File: src/rtl/axis_rotate_arb.sv
// Packet-level round-robin arbiter in front of a shared AXI Stream byte-rotate datapath.
// Optional feature macro: AXIS_ROTATE_ARB_CMD_LOCK_EN (hold the first-beat rotate command for the whole packet).
module axis_rotate_arb #(
   parameter int unsigned NUM_PORTS  = 4,
   parameter int unsigned DATA_WIDTH = 64,
   parameter int unsigned USER_WIDTH = 64
) (
   input  logic                              aclk,
   input  logic                              areset,
   input  logic [NUM_PORTS*DATA_WIDTH-1:0]   s_axis_tdata,
   input  logic [NUM_PORTS*USER_WIDTH-1:0]   s_axis_tuser,
   input  logic [NUM_PORTS*DATA_WIDTH/8-1:0] s_axis_tkeep,
   input  logic [NUM_PORTS-1:0]              s_axis_tvalid,
   input  logic [NUM_PORTS-1:0]              s_axis_tlast,
   output logic [NUM_PORTS-1:0]              s_axis_tready,
   output logic [DATA_WIDTH-1:0]             m_axis_tdata,
   output logic [USER_WIDTH-1:0]             m_axis_tuser,
   output logic [DATA_WIDTH/8-1:0]           m_axis_tkeep,
   output logic [$clog2(NUM_PORTS)-1:0]      m_axis_tid,
   output logic                              m_axis_tvalid,
   output logic                              m_axis_tlast,
   input  logic                              m_axis_tready
);

   localparam int unsigned KEEP_WIDTH = DATA_WIDTH / 8;
   localparam int unsigned ID_WIDTH   = $clog2(NUM_PORTS);

   typedef enum logic {
      ST_ARB = 1'b0,
      ST_PKT = 1'b1
   } state_t;

   state_t                state_q, state_d;
   logic [ID_WIDTH-1:0]   gnt_q, gnt_d;
   logic [ID_WIDTH-1:0]   last_q, last_d;
   logic [ID_WIDTH-1:0]   winner;

   logic [DATA_WIDTH-1:0] port_data [NUM_PORTS];
   logic [USER_WIDTH-1:0] port_user [NUM_PORTS];
   logic [KEEP_WIDTH-1:0] port_keep [NUM_PORTS];

   logic [DATA_WIDTH-1:0] sel_data;
   logic [USER_WIDTH-1:0] sel_user;
   logic [KEEP_WIDTH-1:0] sel_keep;
   logic                  sel_valid;
   logic                  sel_last;
   logic [USER_WIDTH-1:0] beat_user;

   logic                  slot_free;
   logic                  accept;
   logic                  arb_win;

   logic [DATA_WIDTH-1:0] tdata_d;
   logic [USER_WIDTH-1:0] tuser_d;
   logic [KEEP_WIDTH-1:0] tkeep_d;
   logic [ID_WIDTH-1:0]   tid_d;
   logic                  tvalid_d;
   logic                  tlast_d;

   // Split the flat input buses into per-port slices.
   for (genvar p = 0; p < NUM_PORTS; p++) begin : g_unpack
      assign port_data[p] = s_axis_tdata[p*DATA_WIDTH +: DATA_WIDTH];
      assign port_user[p] = s_axis_tuser[p*USER_WIDTH +: USER_WIDTH];
      assign port_keep[p] = s_axis_tkeep[p*KEEP_WIDTH +: KEEP_WIDTH];
   end

   // First requester strictly after ptr, wrapping; ptr itself is checked last.
   function automatic logic [ID_WIDTH-1:0] rr_pick(input logic [NUM_PORTS-1:0] req,
                                                    input logic [ID_WIDTH-1:0]  ptr);
      logic [ID_WIDTH-1:0] pick;
      logic                found;
      int unsigned         idx;
      pick  = '0;
      found = 1'b0;
      for (int unsigned i = 1; i <= NUM_PORTS; i++) begin
         idx = (32'(ptr) + i) % NUM_PORTS;
         if (!found && req[ID_WIDTH'(idx)]) begin
            found = 1'b1;
            pick  = ID_WIDTH'(idx);
         end
      end
      return pick;
   endfunction

   assign winner    = rr_pick(s_axis_tvalid, last_q);
   assign sel_data  = port_data[gnt_q];
   assign sel_user  = port_user[gnt_q];
   assign sel_keep  = port_keep[gnt_q];
   assign sel_valid = s_axis_tvalid[gnt_q];
   assign sel_last  = s_axis_tlast[gnt_q];

   // The output register can take a beat when it is empty or draining this cycle.
   assign slot_free = m_axis_tready | ~m_axis_tvalid;
   assign accept    = (state_q == ST_PKT) && sel_valid && slot_free;
   assign arb_win   = (state_q == ST_ARB) && (|s_axis_tvalid);

`ifdef AXIS_ROTATE_ARB_CMD_LOCK_EN
   localparam int unsigned CMD_BITS = $clog2(DATA_WIDTH / 8) + 1;

   logic [CMD_BITS-1:0] cmd_q, cmd_d;
   logic                first_q, first_d;

   // Latch the command of the packet's first beat and replay it on later beats.
   always_comb begin
      cmd_d     = cmd_q;
      first_d   = first_q;
      beat_user = sel_user;
      if (!first_q) begin
         beat_user[CMD_BITS-1:0] = cmd_q;
      end
      if (arb_win) begin
         first_d = 1'b1;
      end else if (accept) begin
         first_d = 1'b0;
         if (first_q) begin
            cmd_d = sel_user[CMD_BITS-1:0];
         end
      end
   end

   always_ff @(posedge aclk) begin
      if (areset) begin
         cmd_q   <= '0;
         first_q <= 1'b0;
      end else begin
         cmd_q   <= cmd_d;
         first_q <= first_d;
      end
   end
`else
   assign beat_user = sel_user;
`endif

   // Next-state, grant bookkeeping, per-port ready and output register load.
   always_comb begin
      state_d       = state_q;
      gnt_d         = gnt_q;
      last_d        = last_q;
      s_axis_tready = '0;
      tdata_d       = m_axis_tdata;
      tuser_d       = m_axis_tuser;
      tkeep_d       = m_axis_tkeep;
      tid_d         = m_axis_tid;
      tvalid_d      = m_axis_tvalid;
      tlast_d       = m_axis_tlast;

      case (state_q)
         ST_ARB: begin
            if (arb_win) begin
               gnt_d   = winner;
               last_d  = winner;
               state_d = ST_PKT;
            end
         end
         ST_PKT: begin
            s_axis_tready[gnt_q] = slot_free;
            if (accept && sel_last) begin
               state_d = ST_ARB;
            end
         end
         default: state_d = ST_ARB;
      endcase

      if (accept) begin
         tdata_d  = sel_data;
         tuser_d  = beat_user;
         tkeep_d  = sel_keep;
         tid_d    = gnt_q;
         tlast_d  = sel_last;
         tvalid_d = 1'b1;
      end else if (slot_free) begin
         tvalid_d = 1'b0;
      end
   end

   // Reset leaves port 0 with first priority and drops any partial packet.
   always_ff @(posedge aclk) begin
      if (areset) begin
         state_q       <= ST_ARB;
         gnt_q         <= '0;
         last_q        <= ID_WIDTH'(NUM_PORTS - 1);
         m_axis_tdata  <= '0;
         m_axis_tuser  <= '0;
         m_axis_tkeep  <= '0;
         m_axis_tid    <= '0;
         m_axis_tvalid <= 1'b0;
         m_axis_tlast  <= 1'b0;
      end else begin
         state_q       <= state_d;
         gnt_q         <= gnt_d;
         last_q        <= last_d;
         m_axis_tdata  <= tdata_d;
         m_axis_tuser  <= tuser_d;
         m_axis_tkeep  <= tkeep_d;
         m_axis_tid    <= tid_d;
         m_axis_tvalid <= tvalid_d;
         m_axis_tlast  <= tlast_d;
      end
   end

endmodule

File: config.mk
export PLATFORM = sky130hd
export DESIGN_NAME = axis_rotate_arb
export DESIGN_NICKNAME = d
export VERILOG_FILES = /design/src/rtl/axis_rotate_arb.sv
export SDC_FILE = /design/constraint.sdc
export NUM_CORES = 1
export LEC_CHECK = 0
export ABC_AREA = 1
export ABC_CLOCK_PERIOD_IN_PS = 1510
export CAP_MARGIN = 20
export CORE_AREA = 2 2 270 272
export CTS_CLUSTER_DIAMETER = 120
export DETAILED_ROUTE_END_ITERATION = 6
export DIE_AREA = 0 0 272 274
export DONT_BUFFER_PORTS = 1
export MAX_ROUTING_LAYER = met4
export PLACE_DENSITY = 0.3
export RECOVER_POWER = 25
export SYNTH_ARGS = -nofsm -noshare
export SYNTH_HDL_FRONTEND = slang
export SYNTH_SLANG_ARGS = --single-unit
File: constraint.sdc
create_clock -name aclk -period 1.51 [get_ports aclk]
set_input_delay 0.3775 -clock aclk [delete_from_list [all_inputs] [get_ports aclk]]
set_output_delay 0.3775 -clock aclk [all_outputs]
set_load 0.05 [all_outputs]
### Sequential cells grouped by signal name

The bar under the picture is 100 um long. Other sequential cells in the stronger grey, the rest of the logic in the fainter grey.
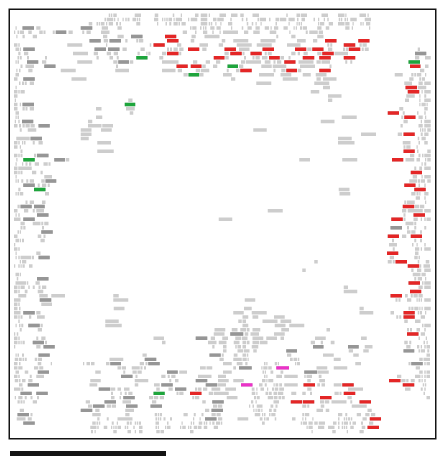
Key: last_q = magenta [flops 2]; m_axis_tkeep = green [flops 8]; m_axis_tuser = red [flops 64]

### Signal wires by layer

The bar under the picture is 100 um long.
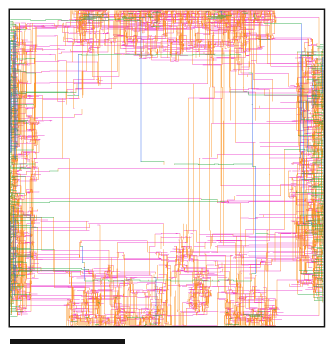
Key: M1 = magenta [wire length 19200 um]; M4 = blue [wire length 1550 um]; M2 = orange [wire length 25.1 mm]; M3 = green [wire length 3590 um]

==> results.txt <==
The synthesis and place-and-route flow finished, so here is a summary.

The fraction of registers with async set/reset is 0%. In this run the worst setup path terminates at s_axis_tready[2]. The achievable clock frequency came out at ~0.53 GHz. The met3 routing resource usage after global routing came out at approximately 3.8%. Across the whole layout, multi-input logic makes up 42.7% of the cell area.

The largest driver fanout on the critical path is 3. After Yosys synthesis, AND-OR and OR-AND compound gates account for roughly two fifths of the synthesized area. The report puts the cell count of the worst reg-to-reg path at 10. In this run the vertical extent of the chip is between 200 and 300 um. Note that the worst hold path type here is in -> reg. The DRC violation count after routing came out at 0. The fill cell total of the finished layout is approximately 8000. Hold timing on the final database bottoms out at a slack of 69.5 ps. Multi-input combinational cells in the finished layout were counted as around 900. The signal on the critical path passes through inv_4, nor2_4, nor2_2, inv_2, buf_6, nor3_4, buf_12.

Adding up every negative setup slack in the final design gives -30580 ps. The count of clock-net buffers in the final layout is 20. The all-layer global routing usage came out at approximately 12%. Per the Yosys statistics, synthesis produced 1165 cells. The transition time recorded at the tightest slew-check pin is a little over 700 ps. The power report attributes to the clock group a share of around a fifth. The headroom to the max-slew limit is 52.7%.

For this design the static power due to leakage is 5.06 nW. The initial detailed-routing violation count is between 400 and 500. After floorplanning, the die was sized to cover approximately 75000 um^2. In the final routing, the length of wire on met1 measures ~19000 um.

In this run the number of cells on the critical path is 7. The number of endpoints failing setup at the final stage is around 150. The dominant register cell is dfxtp_1. In this run the top signal layer used is met4. The kind of cell with the highest combined delay along the critical path is buffers and inverters. The count of buffer and inverter cells on the critical path is 4.

The initial antenna violation count is 8. The number of non-filler instances in the completed layout is 2259. The global-route wire length before repair is between 60000 and 70000 um. The post-synthesis register bit count is between 100 and 150. The portion of the layout cell area used by non-clock buffers came out at ~22%.

Yosys instantiated no cell more often than nand2_1. The checks that failed: setup timing. The total power density per cell area came out at approximately 1900 nW/um^2. The power consumed by the clock network came out at slightly below 5 mW. The pre-CTS worst setup slack is -297 ps.

The sequential fraction of design power is between 20% and 30%. The synthesized instance count came out at around 1200. The most frequent standard cell in the layout excluding fill and tap cells is nand2_1. The area share of fa/ha/maj cells after synthesis is 0%. The run finished, with violations left. The count of inserted antenna diode cells is 8. Summing every instance area after synthesis gives 7890 um^2. Counting endpoints that fail hold in the final report gives 0. The number of enable-type register cells in the synthesized netlist is 0. The count of buffers not belonging to the clock network in the layout is approximately 200.

The clock slew at the register clock pins of the worst setup and hold paths is 80 ps. The launch point of the critical path was reported as m_axis_tvalid$_SDFFE_PP0P_. The fraction of final layout cells sized beyond drive strength 1 came out at approximately 54%.

The critical path in this run is classified as reg -> out. The worst setup path is launched from a register. In the final layout, flip-flops and latches occupy 3070 um^2. The count of nets left with antenna violations after detail routing came out at 0. The number of standard-cell rows in the floorplan is around 100. The final worst setup slack is -368 ps.
### Wire density map

The bar under the picture is 100 um long. 27 x 27 tiles, from dark blue (low) to red (high), scaled to the fullest tile. Values are wire area over tile area, all layers added.
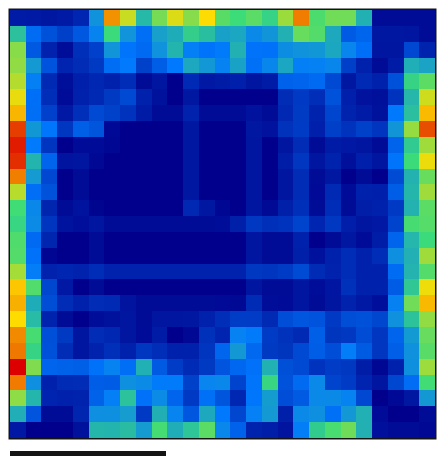
9.1% of the tiles are over half the peak. 16% of the tiles are nearly empty. The fullest tile reaches 0.61. The emptiest ninth of the die: centre.

### Routing congestion map

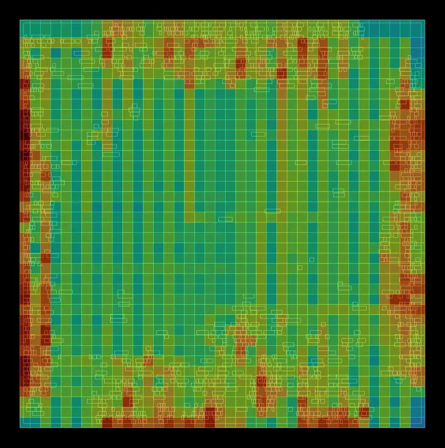
routed wire length per instance: 21.9 um
routing usage on met2: 20.8%

Power and IR drop assume default switching activity.
